**Run 1: routed metal per tile**

18 x 18 tiles, from dark blue (low) to red (high), scaled to the fullest tile. Values are wire area over tile area, all layers added.
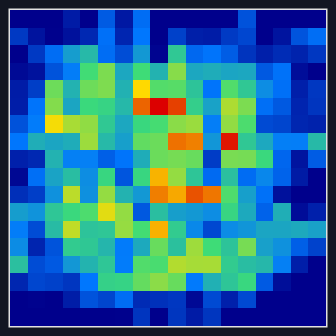
**Run 1: placed cells, one color a class**

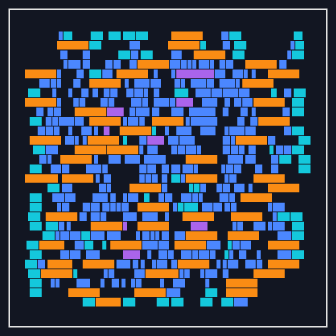
**Run 1: where the registers sit**

Other sequential cells in the stronger gray, the rest of the logic in the fainter gray.
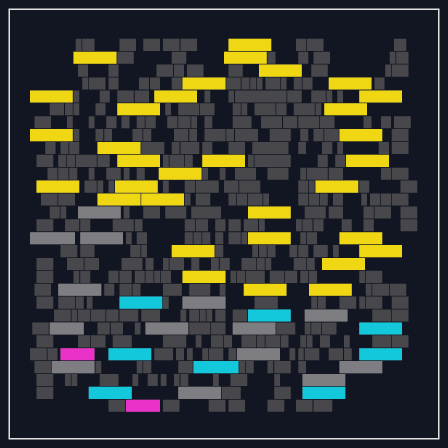
**config.mk**
```make
export PLATFORM = sky130hd
export DESIGN_NAME = risc_run_ctrl_flat
export DESIGN_NICKNAME = d
export VERILOG_FILES = /design/src/rtl/risc_run_ctrl_pkg.sv /design/src/rtl/risc_run_ctrl_if.sv /design/src/rtl/risc_run_ctrl_reg_if.sv /design/src/rtl/risc_run_ctrl.sv /design/src/flat_wrapper.sv
export SDC_FILE = /design/constraint.sdc
export NUM_CORES = 1
export LEC_CHECK = 0
export CAP_MARGIN = 30
export CORE_MARGIN = 4
export CORE_UTILIZATION = 50
export CTS_CLUSTER_SIZE = 24
export DETAILED_ROUTE_END_ITERATION = 10
export GPL_TIMING_DRIVEN = 0
export HOLD_SLACK_MARGIN = 0.02
export PLACE_DENSITY_LB_ADDON = 0.15
export RECOVER_POWER = 50
export SLEW_MARGIN = 10
export SYNTH_ARGS = -nofsm -noshare
export SYNTH_HDL_FRONTEND = slang
export SYNTH_HIERARCHICAL = 1
export SYNTH_SLANG_ARGS = --single-unit
```
**constraint.sdc**
```tcl
create_clock -name HCLK -period 5.09 [get_ports HCLK]
set_clock_uncertainty 0.05 [all_clocks]
set_input_delay 1.2725 -clock HCLK [delete_from_list [all_inputs] [get_ports HCLK]]
set_output_delay 1.2725 -clock HCLK [all_outputs]
set_load 0.01 [all_outputs]
```
**src/rtl/risc_run_ctrl_pkg.sv**
```systemverilog
// Shared types and constants for the RISC run controller: FSM states,
// register offsets and AHB-lite transfer/response codes.
package risc_ctrl_pkg;

  typedef enum logic [1:0] {
    ST_IDLE  = 2'd0,
    ST_RUN   = 2'd1,
    ST_DRAIN = 2'd2,
    ST_DONE  = 2'd3
  } state_t;

  // Register offsets as decoded from HADDR[3:2]
  localparam logic [1:0] REG_CTRL   = 2'd0;
  localparam logic [1:0] REG_STATUS = 2'd1;
  localparam logic [1:0] REG_DRAIN  = 2'd2;
  localparam logic [1:0] REG_CYCLES = 2'd3;

  localparam logic [1:0] HTRANS_IDLE   = 2'b00;
  localparam logic [1:0] HTRANS_BUSY   = 2'b01;
  localparam logic [1:0] HTRANS_NONSEQ = 2'b10;
  localparam logic [1:0] HTRANS_SEQ    = 2'b11;

  localparam logic [1:0] HRESP_OKAY  = 2'b00;
  localparam logic [1:0] HRESP_ERROR = 2'b01;
  localparam logic [1:0] HRESP_RETRY = 2'b10;
  localparam logic [1:0] HRESP_SPLIT = 2'b11;

endpackage

```
**src/rtl/risc_run_ctrl_if.sv**
```systemverilog
// AHB-lite slave port bundle for the RISC run controller.
interface risc_run_ctrl_if;
  logic        HSEL;
  logic        HREADYIn;
  logic [1:0]  HTRANS;
  logic        HWRITE;
  logic [31:0] HADDR;
  logic [31:0] HWDATA;
  logic        HREADYOut;
  logic [1:0]  HRESP;
  logic [31:0] HRDATA;

  modport master (
    output HSEL, HREADYIn, HTRANS, HWRITE, HADDR, HWDATA,
    input  HREADYOut, HRESP, HRDATA
  );

  modport slave (
    input  HSEL, HREADYIn, HTRANS, HWRITE, HADDR, HWDATA,
    output HREADYOut, HRESP, HRDATA
  );
endinterface

```
**src/rtl/risc_run_ctrl_reg_if.sv**
```systemverilog
// AHB-lite address-phase capture: turns a valid address phase into
// write/read strobes and a register offset for the following data phase.
module ahb_lite_reg_if
  import risc_ctrl_pkg::*;
(
  input  logic       clk,
  input  logic       rst,
  input  logic       sel,
  input  logic       ready_in,
  input  logic [1:0] trans,
  input  logic       write,
  input  logic [1:0] addr,
  output logic       wr_en,
  output logic [1:0] wr_addr,
  output logic       rd_en,
  output logic [1:0] rd_addr
);

  logic       vld_p0;
  logic       vld_p1;
  logic       write_p1;
  logic [1:0] addr_p1;

  // IDLE and BUSY transfers never open a data phase
  assign vld_p0 = sel && ready_in &&
                  ((trans == HTRANS_NONSEQ) || (trans == HTRANS_SEQ));

  // Data-phase valid flag; the only piece of this stage that needs reset
  always_ff @(posedge clk or posedge rst) begin
    if (rst) begin
      vld_p1 <= 1'b0;
    end else begin
      vld_p1 <= vld_p0;
    end
  end

  // Direction and offset are qualified by vld_p1, so they carry no reset
  always_ff @(posedge clk) begin
    write_p1 <= write;
    addr_p1  <= addr;
  end

  assign wr_en   = vld_p1 && write_p1;
  assign rd_en   = vld_p1 && !write_p1;
  assign wr_addr = addr_p1;
  assign rd_addr = addr_p1;

endmodule

```
**src/rtl/risc_run_ctrl.sv**
```systemverilog
// RISC core run sequencer: software start, run until the core reports
// program end, keep it awake for a programmable drain window, then put it
// to sleep and raise a level interrupt. Zero-wait-state AHB-lite slave.
module risc_run_ctrl
  import risc_ctrl_pkg::*;
#(
  parameter logic [7:0] DRAIN_DEFAULT = 8'h80,
  parameter int         CNT_W         = 32
) (
  input  logic            HCLK,
  input  logic            HRESET,
  risc_run_ctrl_if.slave  bus,
  input  logic            program_finish_i,
  output logic            sleep_o,
  output logic            irq_o
);

  logic       wr_en;
  logic       rd_en;
  logic [1:0] wr_addr;
  logic [1:0] rd_addr;

  state_t           state;
  state_t           state_nxt;
  logic             sleep_nxt;
  logic [CNT_W-1:0] cycles;
  logic [7:0]       drain_reg;
  logic [7:0]       drain_cnt;
  logic             irq_pend;
  logic [31:0]      rdata;

  logic wr_ctrl;
  logic abort;
  logic start;
  logic start_ok;
  logic drain_end;
  logic irq_set;
  logic irq_clr;
  logic unused_bits;

  function automatic logic [CNT_W-1:0] sat_inc(input logic [CNT_W-1:0] v);
    return (&v) ? v : v + CNT_W'(1);
  endfunction

  ahb_lite_reg_if u_reg_if (
    .clk      (HCLK),
    .rst      (HRESET),
    .sel      (bus.HSEL),
    .ready_in (bus.HREADYIn),
    .trans    (bus.HTRANS),
    .write    (bus.HWRITE),
    .addr     (bus.HADDR[3:2]),
    .wr_en    (wr_en),
    .wr_addr  (wr_addr),
    .rd_en    (rd_en),
    .rd_addr  (rd_addr)
  );

  // Only HADDR[3:2] and HWDATA[7:0] carry meaning for this block
  assign unused_bits = ^{bus.HADDR[31:4], bus.HADDR[1:0], bus.HWDATA[31:8]};

  // Abort dominates start when both bits arrive in one CTRL write
  assign wr_ctrl   = wr_en && (wr_addr == REG_CTRL);
  assign abort     = wr_ctrl && bus.HWDATA[1];
  assign start     = wr_ctrl && bus.HWDATA[0] && !bus.HWDATA[1];
  assign start_ok  = start && ((state == ST_IDLE) || (state == ST_DONE));
  assign drain_end = (state == ST_DRAIN) && (drain_cnt == 8'd0);
  assign irq_set   = drain_end && !abort;
  assign irq_clr   = wr_en && (wr_addr == REG_STATUS) && bus.HWDATA[2];

  // Next state and the matching sleep level, so both update on one edge
  always_comb begin
    state_nxt = state;
    if (abort) begin
      state_nxt = ST_IDLE;
    end else begin
      case (state)
        ST_IDLE, ST_DONE: if (start)            state_nxt = ST_RUN;
        ST_RUN:           if (program_finish_i) state_nxt = ST_DRAIN;
        ST_DRAIN:         if (drain_cnt == 8'd0) state_nxt = ST_DONE;
        default:          state_nxt = ST_IDLE;
      endcase
    end
    sleep_nxt = !((state_nxt == ST_RUN) || (state_nxt == ST_DRAIN));
  end

  // FSM state and registered sleep output
  always_ff @(posedge HCLK or posedge HRESET) begin
    if (HRESET) begin
      state   <= ST_IDLE;
      sleep_o <= 1'b1;
    end else begin
      state   <= state_nxt;
      sleep_o <= sleep_nxt;
    end
  end

  // Run-cycle counter, drain window, DRAIN register and interrupt flag
  always_ff @(posedge HCLK or posedge HRESET) begin
    if (HRESET) begin
      cycles    <= '0;
      drain_reg <= DRAIN_DEFAULT;
      drain_cnt <= 8'd0;
      irq_pend  <= 1'b0;
    end else begin
      if (start_ok) begin
        cycles <= '0;
      end else if (state == ST_RUN) begin
        cycles <= sat_inc(cycles);
      end

      // The window is snapshotted on entry, so DRAIN writes hit the next run
      if ((state == ST_RUN) && program_finish_i) begin
        drain_cnt <= drain_reg;
      end else if ((state == ST_DRAIN) && (drain_cnt != 8'd0)) begin
        drain_cnt <= drain_cnt - 8'd1;
      end

      if (wr_en && (wr_addr == REG_DRAIN)) begin
        drain_reg <= bus.HWDATA[7:0];
      end

      if (irq_set) begin
        irq_pend <= 1'b1;
      end else if (irq_clr) begin
        irq_pend <= 1'b0;
      end
    end
  end

  // Read data is driven only during a read data phase
  always_comb begin
    rdata = '0;
    if (rd_en) begin
      case (rd_addr)
        REG_STATUS: rdata[2:0]       = {irq_pend, state};
        REG_DRAIN:  rdata[7:0]       = drain_reg;
        REG_CYCLES: rdata[CNT_W-1:0] = cycles;
        default:    rdata            = '0;
      endcase
    end
  end

  assign bus.HRDATA    = rdata;
  assign bus.HREADYOut = 1'b1;
  assign bus.HRESP     = HRESP_OKAY;
  assign irq_o         = irq_pend;

endmodule

```
**src/flat_wrapper.sv**
```systemverilog
// flat-port wrapper written by rule: the top's interface ports become plain ports
module risc_run_ctrl_flat import risc_ctrl_pkg::*;
#(
  parameter logic [7:0] DRAIN_DEFAULT = 8'h80,
  parameter int         CNT_W         = 32
)
  (HCLK, HRESET, program_finish_i, sleep_o, irq_o, bus_HSEL, bus_HREADYIn, bus_HTRANS, bus_HWRITE, bus_HADDR, bus_HWDATA, bus_HREADYOut, bus_HRESP, bus_HRDATA);
  risc_run_ctrl_if bus_i ();
  input  logic HCLK;
  input  logic HRESET;
  input  logic program_finish_i;
  output logic sleep_o;
  output logic irq_o;
  input wire logic [$bits(bus_i.HSEL)-1:0] bus_HSEL;
  input wire logic [$bits(bus_i.HREADYIn)-1:0] bus_HREADYIn;
  input wire logic [$bits(bus_i.HTRANS)-1:0] bus_HTRANS;
  input wire logic [$bits(bus_i.HWRITE)-1:0] bus_HWRITE;
  input wire logic [$bits(bus_i.HADDR)-1:0] bus_HADDR;
  input wire logic [$bits(bus_i.HWDATA)-1:0] bus_HWDATA;
  output wire logic [$bits(bus_i.HREADYOut)-1:0] bus_HREADYOut;
  output wire logic [$bits(bus_i.HRESP)-1:0] bus_HRESP;
  output wire logic [$bits(bus_i.HRDATA)-1:0] bus_HRDATA;
  assign bus_i.HSEL = bus_HSEL;
  assign bus_i.HREADYIn = bus_HREADYIn;
  assign bus_i.HTRANS = bus_HTRANS;
  assign bus_i.HWRITE = bus_HWRITE;
  assign bus_i.HADDR = bus_HADDR;
  assign bus_i.HWDATA = bus_HWDATA;
  assign bus_HREADYOut = bus_i.HREADYOut;
  assign bus_HRESP = bus_i.HRESP;
  assign bus_HRDATA = bus_i.HRDATA;
  risc_run_ctrl #(.DRAIN_DEFAULT(DRAIN_DEFAULT), .CNT_W(CNT_W)) u_core (.HCLK(HCLK), .HRESET(HRESET), .bus(bus_i), .program_finish_i(program_finish_i), .sleep_o(sleep_o), .irq_o(irq_o));
endmodule
```
==> results.txt, run 1 <==
Implementation numbers.

- The total overflow reported by the global router is 0.
- In the final layout, the share of cells above drive strength 1 is 14.1%.
- The routed wire length is 7270 um.
- The chip area line of the yosys report is between 3000 and 4000 sq um.
- At the later pin of the worst-skew pair, clock insertion delay measures between 0.3 and 0.4 ns.
- The capturing point of the worst reg2reg path is u_core/cycles[1].
- The commonest register cell is sky130_fd_sc_hd__dfrtp_1.
- Cells fill 63.5% of the core in the end.
- The measured slew at the worst slew-check pin is 1.64 ns.
- Gates resized during post-CTS repair numbered 0.
- The most numerous logic cell after layout is sky130_fd_sc_hd__dfrtp_1.
- The clock-pin slew reported for the worst setup and hold paths after clock tree synthesis is roughly 0.1 ns.
- The synthesized netlist handed to floorplanning was reported with a cell count of 357.
- The number of warnings reported in the stage logs is 83.
- Counting cells, the worst reg-to-reg path comes to 6.
- For the final routed database, the setup TNS stands at 0 ns.
- The net switching share of the total power is between 30% and 40%.
- The netlist area before placement is around 3400 sq um.
- STA lists the maximum fanout along the critical path as 10.
- The worst-case clock buffer depth is 2.
- The clock network burns approximately a fifth of the power.
- For this design the total switching power over the nets is approximately 500 uW.
- sky130_fd_sc_hd__dfrtp_1 takes more of the synthesized area than any other cell.
- The number of antenna violations at the first check in global routing was 0.
- After detailed routing, the number of remaining DRC violations is 0.
- The region available for standard cell placement spans roughly 6500 sq um.
- Setup repair after global routing left no endpoint under its margin.
- Summed over its instances, the top area cell type makes up between 30% and 40% of the synthesized netlist area.
- The aggregate global-route resource usage is a little under a fifth.
- Ranked by total cell area, the synthesized netlist is headed by sky130_fd_sc_hd__dfrtp_1 38%, sky130_fd_sc_hd__xnor2_1 5.7%, sky130_fd_sc_hd__and2_1 4.8%.
- The flow ran to the end, but the final reports show violations.
- The post-synth tally of flip-flops with integrated enable is 0.
- The most common logic cells in the final layout are 51 x sky130_fd_sc_hd__dfrtp_1, 40 x sky130_fd_sc_hd__nor2_1, 36 x sky130_fd_sc_hd__clkdlybuf4s50_1, 25 x sky130_fd_sc_hd__and2_1, 23 x sky130_fd_sc_hd__a21oi_1.
- The maximum achievable frequency is ~250 MHz.
- The number of max-slew violations in the final report is 32.
- The post-synthesis compound-gate area fraction is a little under 9%.
- The floorplan has 29 rows.
- Registers are responsible for roughly 50% of the overall power.
- The DRC violation total after the first TritonRoute iteration is approximately 140.
- The area growth from synthesis to layout is 21.0%.
- The synthesized netlist contains roughly 60 unique library cells.
- For this run, the script counts the antenna cells in the layout as 0.
- The final reports fail on capacitance limit, slew limit.
- The total setup violations reported at the end of the flow is 0.
- The final weighted congestion in routability-driven placement is 0.769.
- The number of flip-flops in the largest register is 32.
- The headroom to the max-slew limit is -9.59%.
- The launch point of the critical path was reported as u_core/u_reg_if/rd_addr[0].
- OpenSTA lists the critical path endpoint as bus_HRDATA[12].
- STA classifies the critical path endpoint as an output pin.
- The script logs the ratio of routed vias to standard cells as 5.51.
- STA lists the startpoint of the worst register-to-register path as u_core/u_reg_if/rd_addr[1].
- In the placement report, post-DP HPWL is listed as ~5500 um.
- The share of the Yosys chip area taken by registers is roughly 40%.
- The synthesis run identifies the leading combinational cell family as simple AND/OR/NAND/NOR gates.
- The number of buffers added on ports is about 50.
- The OpenROAD report gives the critical path a required time of 3.77 ns.
- Looking at the clock tree report, the root buffer type is sky130_fd_sc_hd__clkbuf_8.
- Multiplexer cells account for between 6 and 7% of the synthesized area.
- The detailed-routing iteration count for the pre-antenna-repair pass is 4.
- CTS built an H-tree with a depth of 2.
- The post-synthesis cell count from yosys is 357.
- Nets still carrying antenna violations after routing amount to 0.
- Note that the worst hold path type here is register to register.
- The top-level I/O count is approximately 110.
- For this configuration, the core starts out at a cell density of between 50% and 60%.
- The floorplan step set the die height to ~90 um.
- For this sky-water flow run, the detailed-routed wirelength per cell is reported as 14.7 um.
- Total power normalized to cell area comes to roughly 350 nW/um^2.
- The synthesis log from Yosys contains 6 warnings.
- The final standard cell count with taps included and fillers excluded is 494.
- The path type of the worst setup path is register to output pin.
- In this run, the combinational gates consume between 30% and 40% of the power.
- The chip area is ~8200 sq um.
- TritonCTS created 5 clock buffers.
- The register-to-register setup slack is between 2 and 3 ns.
- The synthesized netlist devotes a little under a third of its cell area to simple gates.
- The die width is 90.3 um.
- The hold-fix buffer count after cts is 0.
- The final tally of hold violations is 0.
- The standby leakage power is around 1.6 nW.
- The cell-mix breakdown from Yosys lists the XOR/XNOR area share as ~6.2%.
- The internal portion of total power is 939 uW.
- The async set or reset register ratio after synthesis is a little over nine tenths.
- The wire length of the first global-routing pass is approximately 13000 um.
- The number of global-route vias before repair came to around 2.6k.
- The synthesized netlist devotes ~1.8% of its cell area to adder and majority cells.
- STA classifies the critical path startpoint as a register.
- The post-route clock period utilization is between 70% and 80%.
- STA puts the critical path data arrival time at 2.64 ns.
- For the finished layout, the period the worst path requires is 3.97 ns.
- The pin count of the biggest net entering global routing is 32.
- For this run, the post-layout net count is around 490.
- After synthesis, the mean cell area works out to approximately 9.5 sq um.
- Per the placement report, the placed cell count is between 400 and 500.
- The number of maximum-capacitance violations recorded for the run is 1.
- The clock sink count is roughly 56.
- In this run, synthesis produced a sequential element count of 56.
- Post-CTS timing repair inserted 0 buffers for setup.
- The total number of vias is 2722.
- Per the power-grid run, VDD falls by no more than 0.203 mV.
- The CTS tree is yes.
-- 'routed metal per tile' (at the start) --
15% of the tiles are nearly empty. 20% of the tiles are over half the peak. The densest ninth of the die: center. The fullest tile reaches 0.47.

-- 'placed cells, one color a class' (at the start) --
remaining logic cells: marked blue, cells 282, share of their area 47%. remaining buffers and delay cells: marked cyan, cells 71, share of their area 16%. clock drivers and dummy loads: marked purple, cells 8, share of their area 2.7%. registers: marked orange, cells 56, share of their area 35%.

-- 'where the registers sit' (at the start) --
u_core/cycles: marked yellow, sequential cells 32. u_core/u_reg_if/rd_addr: marked magenta, sequential cells 2. u_core/drain_reg: marked cyan, sequential cells 8.
Another 14 sequential cells are not colored.

run 1: critical path: stages (launching register included):
cell and delay [ns]:
sky130_fd_sc_hd__dfxtp_1 0.38, sky130_fd_sc_hd__clkbuf_1 0.51, sky130_fd_sc_hd__and3_1 0.40, sky130_fd_sc_hd__clkbuf_1 0.31, sky130_fd_sc_hd__and2_1 0.19, sky130_fd_sc_hd__clkdlybuf4s50_1 0.54
run 1: metal layers:
metal  vias up  part of all wire [%]  global-route usage (%)  wire, um
li1       1369                     -                       -         -
met1      1282                    48                    26.6      3480
met2        67                    47                    30.3      3400
met3         4                   4.7                    3.17       341
met4         0                  0.72                    4.21        52
met5         -                     0                       0         0
run 1: synth_stat cells (8+ instances only):
master                    instances
sky130_fd_sc_hd__nor4_2          10
sky130_fd_sc_hd__mux2i_1          8
sky130_fd_sc_hd__o21ai_0         10
sky130_fd_sc_hd__inv_1           10
sky130_fd_sc_hd__nand3_1         12
sky130_fd_sc_hd__xnor2_1         22
sky130_fd_sc_hd__nand4_1         10
sky130_fd_sc_hd__mux2_2          11
sky130_fd_sc_hd__dfrtp_1         51
sky130_fd_sc_hd__nand2_1         20
sky130_fd_sc_hd__nor2_1          40
sky130_fd_sc_hd__and2_1          26
sky130_fd_sc_hd__a21oi_1         23
run 1: worst min-delay path by stage:
stage / start / to / slack (ns) / cells after the start
final: u_core/drain_reg[1] / u_core/drain_reg[1] / 0.49 / 1
after global routing: u_core/drain_reg[1] / u_core/drain_reg[1] / 0.51 / 1
after global placement: u_core/drain_reg[1] / u_core/drain_cnt[1] / 0.46 / 1
after detailed placement: u_core/drain_reg[2] / u_core/drain_reg[2] / 0.47 / 1
after CTS: u_core/drain_reg[1] / u_core/drain_reg[1] / 0.50 / 1
after floorplan: u_core/drain_reg[1] / u_core/drain_cnt[1] / 0.44 / 1
run 1: per-stage QoR:
| stage | setup slack [ns] | hold WS, ns | total power, mW | cell area, sq um |
|---|---|---|---|---|
| floorplan | 2.41 | 0.444 | 1.04 | 3390 |
| global placement | 1.44 | 0.461 | 1.15 | 3990 |
| detailed placement | 1.47 | 0.471 | 1.17 | 4010 |
| CTS | 1.10 | 0.497 | 1.47 | 4120 |
| global route | 0.911 | 0.513 | 1.57 | 4100 |
| finish | 1.12 | 0.494 | 1.45 | 4100 |
run 1: power groups by stage:
stage | Combinational (mW) | Sequential (mW) | Clock (mW)
finish | 0.445 | 0.718 | 0.291
CTS | 0.451 | 0.718 | 0.300
detailed placement | 0.448 | 0.726 | 0
global placement | 0.432 | 0.721 | 0
global route | 0.505 | 0.742 | 0.319
floorplan | 0.357 | 0.687 | 0
run 1: cell type report:
class | count | area [sq um]
Inverter | 10 | 37.5
Clock inverter | 2 | 35.0
Fill cell | 570 | 2360
Timing Repair Buffer | 51 | 504
Buffer | 20 | 119
Clock buffer | 6 | 72.6
Multi-Input combinational cell | 272 | 1850
Tap cell | 77 | 96.3
Sequential cell | 56 | 1390
**Run 1: clock wiring as the flow saved it**

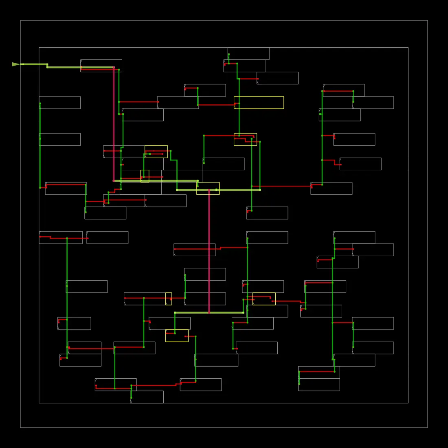

==> run 2: changes to the inputs <==
Settings changed: CORE_UTILIZATION 50 to 42.
Clock period 5.09 ns to 3.24 ns, I/O delays scaled along.
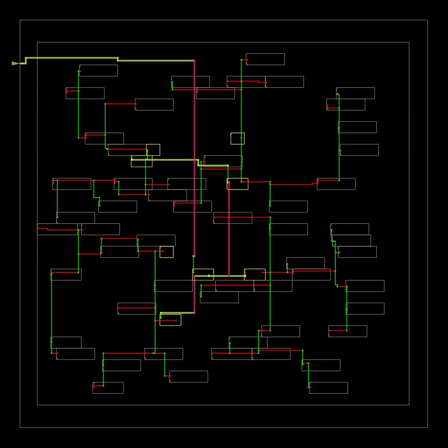
**Above:** run 2 (clock wiring as the flow saved it).
Clock net power: 409 uW
clock insertion delay at the later pin of the skew report: 0.32 ns
layout clock buffer count: 5

==> run 2 against run 1 <==
Clock power grew 41%. Final cell count up 5.1%. The flow now finishes without violations. Worst hold slack lost 0.0042 ns. Critical path depth is the same. Synthesized cell count is the same. Largest power group unchanged. Highest routed layer unchanged.
==> results.txt, run 2 <==
Implementation numbers.

- The flow ran to the end, and the final reports show no timing, DRC or antenna violations.
- The number of H-tree levels is 2.
- The commonest register cell is sky130_fd_sc_hd__dfrtp_1.
- Endpoints with negative setup slack in the final report add up to 0.
- The slowest stage cell on the critical path is sky130_fd_sc_hd__clkdlybuf4s50_1.
- In the log, the iteration count for the first detailed-route pass is 4.
- The post-synthesis cell count from yosys is roughly 360.
- The capture endpoint of the worst hold path is u_core/drain_reg[2].
- Per the synth log, the flip-flop and latch total comes to ~56.
- Fill cells in the final layout number around 740.
- In this run, synthesis inferred 0 flip-flops with an integrated enable.
- The portion of the post-synthesis area used by sequential elements is between 40% and 50%.
- Detailed routing inserted a total of ~2.8k vias.
- The clock-pin slew reported for the worst setup and hold paths after clock tree synthesis is 0.11 ns.
- The hold path depth is 1.
- The CTS log lists the clock sinks for this run as roughly 56.
- The top-level I/O count is around 110.
- The first global-routing pass estimated approximately 13000 um of wire.
- Counting stages on the worst path, the most repeated cell is sky130_fd_sc_hd__clkbuf_2.
- The commonest cells after synthesis are 51 x sky130_fd_sc_hd__dfrtp_1, 40 x sky130_fd_sc_hd__nor2_1, 26 x sky130_fd_sc_hd__and2_1.
- The buffer_ports step reported a buffer count of 50.
- The max-cap check violation count is 0.
- The number of flip-flops in the largest register is 32.
- The cell sitting at the root of the clock tree is a sky130_fd_sc_hd__clkbuf_8.
- The cell area that synthesis handed to floorplanning was around 3400 sq um.
- The worst-case IR drop observed on VDD is slightly below 0.3 mV.
- The shortest clock period the worst path allows after layout is slightly above 3 ns.
- Per STA, the worst path is made up of clkbuf_2, and3_2, clkbuf_2, and2_1, clkdlybuf4s50_1.
- Measured against its own limit, the worst slew margin works out to between 40% and 50%.
- The number of routed nets with antenna violations is 0.
- The register-to-register setup slack is 0.74 ns.
- The OpenROAD report gives the critical path a required time of 2.38 ns.
- Summed over all layers, the routed wires come to slightly below 8000 um.
- Together, buffers and inverters on the worst path number 3.
- The start point of the worst hold path is u_core/drain_reg[2].
- Counting the warning lines in the Yosys log gives 6.
- The async set or reset register ratio after synthesis is a little over nine tenths.
- Excluding fillers, the count of instances in the completed layout stands at just over 500.
- Note that the worst hold path type here is register to register.
- TritonRoute reported its final design rule violation total as 0.
- The worst setup path is launched from a register.
- The final timing report lists a hold violation count of 0.
- In this run the mean area of a mapped cell was roughly 9.5 sq um.
- Per the detail_route report, routed wire per instance is approximately 15 um.
- The maximum fanout encountered on the critical timing path is 10.
- Once placement completed, the tool counted placed cells totaling 511.
- The HPWL after detailed placement is approximately 5700 um.
- The floorplan step defined a core boundary enclosing between 7000 and 8000 sq um.
- The die width is between 90 and 100 um.
- The most numerous logic cell after layout is sky130_fd_sc_hd__dfrtp_1.
- The CTS tree is yes.
- The measured slew at the worst slew-check pin is 0.812 ns.
- The number of vias per cell after detailed routing is 5.34.
- Data arrives at the worst endpoint at about 2.3 ns.
- The timing report lists the critical path depth as 5 cells.
- For reference, the placement row count at floorplan is 32.
- Entering global routing, the biggest net connects 33 pins.
- Detailed-route iteration 0 reported a violation count of approximately 150.
- The number of max-slew violations in the final report is 0.
- The clock passes through at most 2 buffers.
- Total power normalized to cell area comes to between 500 and 600 nW/um^2.
- For the worst flop-to-flop path, the logic depth is 6.
- The maximum achievable frequency is approximately 320 MHz.
- The most common cell in the synthesized netlist is sky130_fd_sc_hd__dfrtp_1.
- The path type of the worst setup path is register to output pin.
- The ratio of cells with drive above 1 in the final layout is 15.3%.
- The analysis attributes to cell leakage a power of between 1.5 and 2 nW.
- The number of buffers created by CTS is 5.
- Routability-driven placement finished with a final weighted congestion of 0.812.
- The floorplan-stage core utilization is a little over two fifths.
- For the worst reg-to-reg path, the endpoint reported by OpenROAD is u_core/cycles[11].
- The number of global-route vias before repair is approximately 2.7k.
- The library cell occupying the most area in the post-synthesis netlist is sky130_fd_sc_hd__dfrtp_1.
- The startpoint of the most critical register-to-register path is u_core/u_reg_if/rd_addr[1].
- The global route stage reports its total congestion overflow as 0.
- The area recorded from the Yosys report for this design is approximately 3400 sq um.
- Setup repair after global routing left no endpoint under its margin.
- Ranked by total cell area, the synthesized netlist is headed by sky130_fd_sc_hd__dfrtp_1 38%, sky130_fd_sc_hd__xnor2_1 5.7%, sky130_fd_sc_hd__and2_1 4.8%.
- In the final design database the tool counted 493 nets.
- The count of cell types in the netlist is about 60.
- Across all stage logs, warnings added up to 83.
- Synthesis handed over a netlist of roughly 360 instances.
- The chip area is approximately 9600 sq um.
- In the layout the commonest cells are 51 x sky130_fd_sc_hd__dfrtp_1, 43 x sky130_fd_sc_hd__clkdlybuf4s50_1, 40 x sky130_fd_sc_hd__nor2_1, 26 x sky130_fd_sc_hd__and2_1, 23 x sky130_fd_sc_hd__a21oi_1.
- Per the OpenROAD floorplan log, the height of the die is 97.8 um.
- The area share of the largest cell type after synthesis is between 30% and 40%.
- The critical path's largest stage delay is approximately 0.53 ns.
- The aggregate global-route resource usage is 16.5%.
- The flow measured a signed area growth from synthesis to layout of 21.6%.
- The sort of element at the end of the critical path is an output pin.
- Buffers added to address setup during post-CTS repair amount to 0.
- The kind of cell with the highest combined delay along the critical path is buffers and inverters.
- For this run, the script counts the antenna cells in the layout as 0.
- Cells fill between 50% and 60% of the core in the end.
- The number of antenna violations at the first check in global routing is 0.
- The hold-fix buffer count after cts is 0.
- The final critical path takes up between 90 and 100% of the cycle.
## run 2: cell counts after synthesis
No cell type changed its count.
## run 2: area by class of cell
class	instances	area, sq um	share of cell area (%)
buffer	20	119	2.88
clock buffer	5	68.8	1.67
clock inverter	3	26.3	0.638
inverter	10	37.5	0.911
multi-input combinational	272	1850	44.8
sequential	56	1390	33.7
tap	102	128	3.10
timing repair buffer	51	505	12.3
## run 2: worst max-delay path by stage
stage / slack, ns / to / startpoint
floorplan: 1.02 / bus_HRDATA[10] / u_core/u_reg_if/rd_addr[0]
global placement: -0.02 / u_core/cycles[22] / HRESET
detailed placement: 0.07 / bus_HRDATA[12] / u_core/u_reg_if/rd_addr[0]
CTS: 0.03 / bus_HRDATA[12] / u_core/u_reg_if/rd_addr[0]
global route: 0.04 / bus_HRDATA[10] / u_core/u_reg_if/rd_addr[0]
finish: 0.13 / bus_HRDATA[12] / u_core/u_reg_if/rd_addr[0]
## run 2: timing repair
| action | CTS | global route |
|---|---|---|
| pin swaps | 0 | 0 |
| setup endpoints to repair | 20 | 19 |
| resized | 3 | 1 |
## run 2: per-stage QoR
stage	hold slack (ns)	power [mW]	area, sq um	setup TNS (ns)	setup slack (ns)
after floorplan	0.444	1.64	3390	0	1.02
after global placement	0.461	1.82	4020	-0.714	-0.0175
after detailed placement	0.468	1.85	4040	0	0.0672
after CTS	0.496	2.27	4140	0	0.0303
after global routing	0.521	2.42	4120	0	0.0358
final	0.489	2.24	4120	0	0.130
## run 2: report_power, final
group	switching, mW	internal (mW)	total [mW]
clock	0.251	0.158	0.409
sequential	0.228	0.904	1.13
combinational	0.359	0.342	0.701
total	0.838	1.41	2.24
## run 2: kinds of logic (layout without fill, tap and decap cells)
| logic type | count (synthesis) | after routing | synth area share, % |
|---|---|---|---|
| mux | 19 | 19 | 6.02 |
| buf+inv | 30 | 89 | 4.62 |
| fa+ha+maj | 5 | 5 | 1.85 |
| xor+xnor | 24 | 24 | 6.20 |
| other cells | 2 | 3 | 0.222 |
| simple gates | 171 | 171 | 31.2 |
| compound gates | 50 | 50 | 8.86 |
| flops | 56 | 56 | 41.0 |
## run 2: metal layers
metal	up-vias	wire, um	global-route usage (%)	share of wire, %
li1	1358	-	-	-
met1	1337	3780	23.4	49
met2	69	3550	26.1	46
met3	6	343	3.07	4.4
met4	0	78	4.37	1.0
met5	-	0	0	0
**Run 2: placed cells, one color a class**

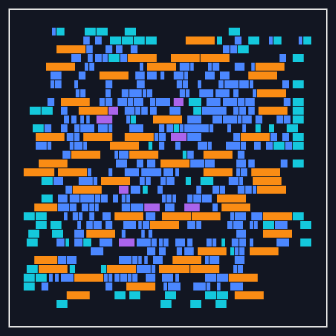

==> run 3: changes to the inputs <==
Settings changed: GPL_TIMING_DRIVEN 0 to unset.
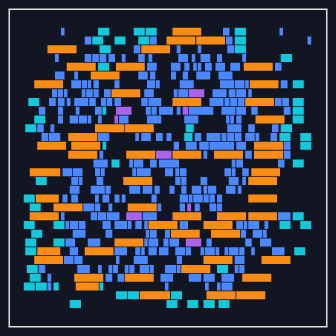
**Above:** run 3 (placed cells, one color a class).
remaining buffers and delay cells: marked cyan, cells 57, share of their area 14%. clock drivers and dummy loads: marked purple, cells 8, share of their area 2.1%. registers: marked orange, cells 56, share of their area 36%. remaining logic cells: marked blue, cells 282, share of their area 48%.

==> run 3 against run 2 <==
Synthesized cell count did not move. Largest power group unchanged. Non-clock buffer count fell by 14. Sequential cell count did not move.
==> results.txt, run 3 <==
Implementation numbers.

- Post-CTS repair changed the size of 0 cells.
- The number of buffers added on ports is 50.
- The power after layout is between 2 and 2.5 mW.
- TritonRoute reported its final design rule violation total as 0.
- After layout, the worst setup slack is 0.305 ns.
- The clock root buffer is sky130_fd_sc_hd__clkbuf_8.
- The synthesized design devotes to its leading area cell type a little under two fifths of total area.
- The library cell occupying the most area in the post-synthesis netlist is sky130_fd_sc_hd__dfrtp_1.
- In this run the cell area of the synthesized design comes to ~3400 sq um.
- The worst path uses approximately nine tenths of the clock period.
- The hold-fix buffer count after cts is 0.
- The count of cell types in the netlist is roughly 60.
- Headroom to the max-slew limit came out at a little over an eighth.
- In the final routed layout, each cell accounts on average for ~14 um.
- Sequential cells burn 53.3% of the power.
- Among all flip-flop cells after synthesis, the most frequent one is sky130_fd_sc_hd__dfrtp_1.
- The number of buffers created by CTS is 5.
- The path type of the worst setup path is register to output pin.
- By instance count after routing, the leading logic cell type is sky130_fd_sc_hd__dfrtp_1.
- The number of global-route vias before repair was ~2.5k.
- After synthesis, flip-flops and latches occupy approximately two fifths of the total area.
- Setup repair after global routing left no endpoint under its margin.
- The total overflow reported by the global router is 0.
- The register with the most flip-flops in the layout has 32 of them.
- The floorplan-stage core utilization is between 40% and 50%.
- The synthesis-to-finish area growth is 18.7%.
- The hold path depth is 1.
- The total setup violations reported at the end of the flow is 0.
- The clock sink count is approximately 56.
- The HPWL after detailed placement is 5320 um.
- The number of cells reported by Yosys stat comes to around 360.
- For reference, the placement row count at floorplan is 32.
- The tally of OpenROAD warnings is between 80 and 90.
- The main area contributors are sky130_fd_sc_hd__dfrtp_1 38%, sky130_fd_sc_hd__xnor2_1 5.7%, sky130_fd_sc_hd__and2_1 4.8%.
- The insertion delay to the later sink of the worst-skew pair is between 0.3 and 0.4 ns.
- The proportion of power drawn by the clock network is 16.9%.
- The ratio of cells with drive above 1 in the final layout is between 10% and 20%.
- The synthesis warning total is 6.
- Per the timing report, the biggest fanout along the worst path comes to 10.
- The number of nets in the layout is roughly 480.
- The worst-case clock buffer depth is 2.
- The max-cap check violation count is 0.
- The sort of element at the end of the critical path is an output pin.
- The data arrival time of the critical path is between 2 and 2.5 ns.
- The run finished with clean final reports.
- The timing report gives the biggest stage delay along the critical path as ~0.55 ns.
- The detail route stage leaves a number of antenna-violating nets equal to 0.
- STA on the placed design reports a worst setup slack of ~0.72 ns.
- The type of origin of the critical path is a register.
- The number of vias per cell after detailed routing is 5.27.
- The most repeated cell in the gate-level netlist after synthesis is sky130_fd_sc_hd__dfrtp_1.
- The CTS tree is yes.
- The aggregate global-route resource usage is between 15 and 20%.
- The data required time of the worst path is 2.38 ns.
- The async set or reset register ratio after synthesis is around 95%.
- Per report_power, the combinational group accounts for just under 30% of the total.
- The leakage power in the latest report is ~1.5 nW.
- The power report puts the net switching power at 791 uW.
- Looking at the post-CTS report, the setup buffer insertion count equals 0.
- The routed wire length is a little over 7000 um.
- Looking at the max-slew report, the worst-margin pin has a slew of ~1.3 ns.
- The internal portion of total power is 1.38 mW.
- On the critical path, the stage with the largest delay is an instance of sky130_fd_sc_hd__clkdlybuf4s50_1.
- The flow reports an fmax of 341 MHz.
- After routing, the total negative slack on setup checks comes to 0 ns.
- Checking hold timing, the worst path is listed with class register to register.
- The final timing report lists a max-slew violation count of 0.
- The flow reported a cell area power density of between 500 and 600 nW/um^2.
- The number of H-tree levels is 2.
- The post-synth tally of flip-flops with integrated enable is 0.
- The top-level I/O count is 109.
- The analysis reports a worst IR drop on VDD of ~0.23 mV.
- Synthesis handed over a netlist of 357 instances.
- Looking at the worst setup and hold paths, the clock pins of their registers show a slew of approximately 0.09 ns.
- The total number of vias is around 2.7k.
- The shortest clock period the worst path allows after layout is 2.93 ns.
- The placeable core region is between 7000 and 8000 sq um.
- The die width is approximately 98 um.
- The y dimension of the die is slightly below 100 um.
- Each instance of the synthesized netlist takes up on average approximately 9.5 sq um.
- The synthesized netlist has a Yosys-reported chip area of about 3400 sq um.
- The detailed-routing iteration count for the pre-antenna-repair pass is 4.
-- run 3: netlist changes by cell type in the layout (fill, tap and decap cells not counted), sizes merged --
| cell | previous run | this run |
|---|---|---|
| dlygate4sd3 | 7 | 5 |
| clkdlybuf4s50 | 43 | 45 |
| buf | 11 | 3 |
| clkbuf | 15 | 11 |
| inv | 11 | 9 |
-- run 3: worst paths after layout --
check                                          to  slack (ns)                  startpoint
min                           u_core/drain_reg[6]        0.50         u_core/drain_reg[6]
min in group asynchronous  u_core/u_reg_if/vld_p1        0.74                      HRESET
max reg2reg                      u_core/cycles[4]        0.55  u_core/u_reg_if/rd_addr[0]
min reg2reg                   u_core/drain_reg[6]        0.50         u_core/drain_reg[6]
max in group asynchronous        u_core/cycles[8]        1.03                      HRESET
max                                 bus_HRDATA[5]        0.31  u_core/u_reg_if/rd_addr[0]
-- run 3: cell families after synthesis --
group           Yosys count  share of synthesized area [%]
buf+inv                  30                           4.62
xor+xnor                 24                           6.20
flops                    56                           41.0
compound gates           50                           8.86
simple gates            171                           31.2
fa+ha+maj                 5                           1.85
other cells               2                          0.222
mux                      19                           6.02
-- run 3: layout make-up --
| cell class | instances | area [sq um] |
|---|---|---|
| clock inverters | 1 | 5.00 |
| fillers | 733 | 3750 |
| flip-flops and latches | 56 | 1390 |
| inverters | 10 | 37.5 |
| well taps | 102 | 128 |
| repair buffers | 57 | 539 |
| multi-input cells | 272 | 1850 |
| clock buffers | 7 | 76.3 |
-- run 3: per-layer routing --
layer | GRT usage (%) | part of all wire (%) | vias up
met1 | 20.5 | 49 | 1278
met4 | 3.94 | 1.0 | 0
li1 | - | - | 1335
met5 | 0 | 0 | -
met2 | 24.6 | 46 | 41
met3 | 3.29 | 3.6 | 7
-- run 3: worst max-delay path, delay by kind of cell, from the launching register on --
kind          cells  cell delay [ns]
flops             1             0.42
buf+inv           2             1.07
mux               1             0.16
simple gates      1             0.12
-- run 3: through the flow --
step	hold slack, ns	std cells	utilization [%]	area [sq um]
2_1_floorplan	0.444	358	-	3390
3_3_place_gp	0.469	497	51.1	3970
3_5_place_dp	0.477	497	51.1	3970
4_1_cts	0.498	505	52.1	4050
5_1_grt	0.517	505	51.8	4020
6_report	0.496	505	51.8	4020
-- run 3: power by group through the flow --
| stage | clock network, mW | logic, mW | registers [mW] |
|---|---|---|---|
| 2_1_floorplan | 0 | 0.561 | 1.08 |
| 3_3_place_gp | 0 | 0.632 | 1.16 |
| 3_5_place_dp | 0 | 0.654 | 1.17 |
| 4_1_cts | 0.389 | 0.658 | 1.16 |
| 5_1_grt | 0.412 | 0.731 | 1.19 |
| 6_report | 0.366 | 0.647 | 1.16 |

==> screenshots <==
Routed clock nets over the placement.
Bar = 20 um.
shot_01.png
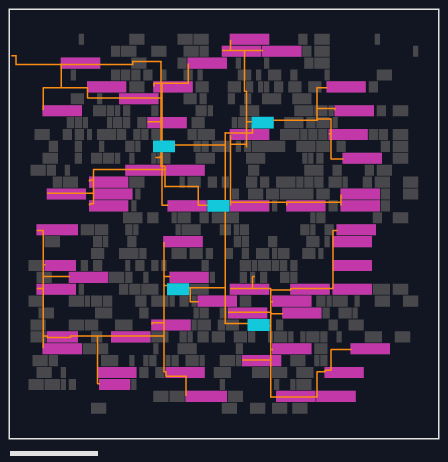
shot_02.png
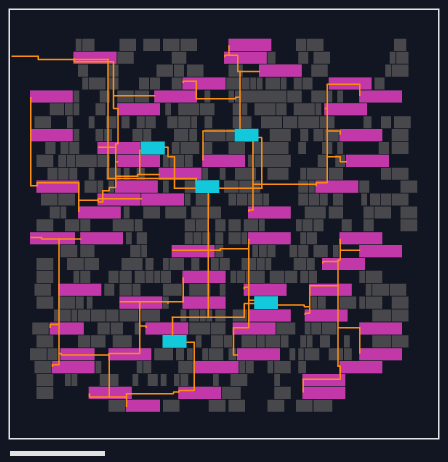
| from | picture |
|---|---|
| run 3 | shot_01.png |
| run 1 | shot_02.png |
The one with the largest die is shot_01.png.

Key to shot_02.png:
clock wires: marked orange, length 699 um. clock-net drivers: marked cyan, count 5. flip-flops: marked magenta, count 56.
There are 6 routed clock nets. Position of the flops: spread over the die.

Power figures rest on the tool's default switching activity, not on a simulated workload.
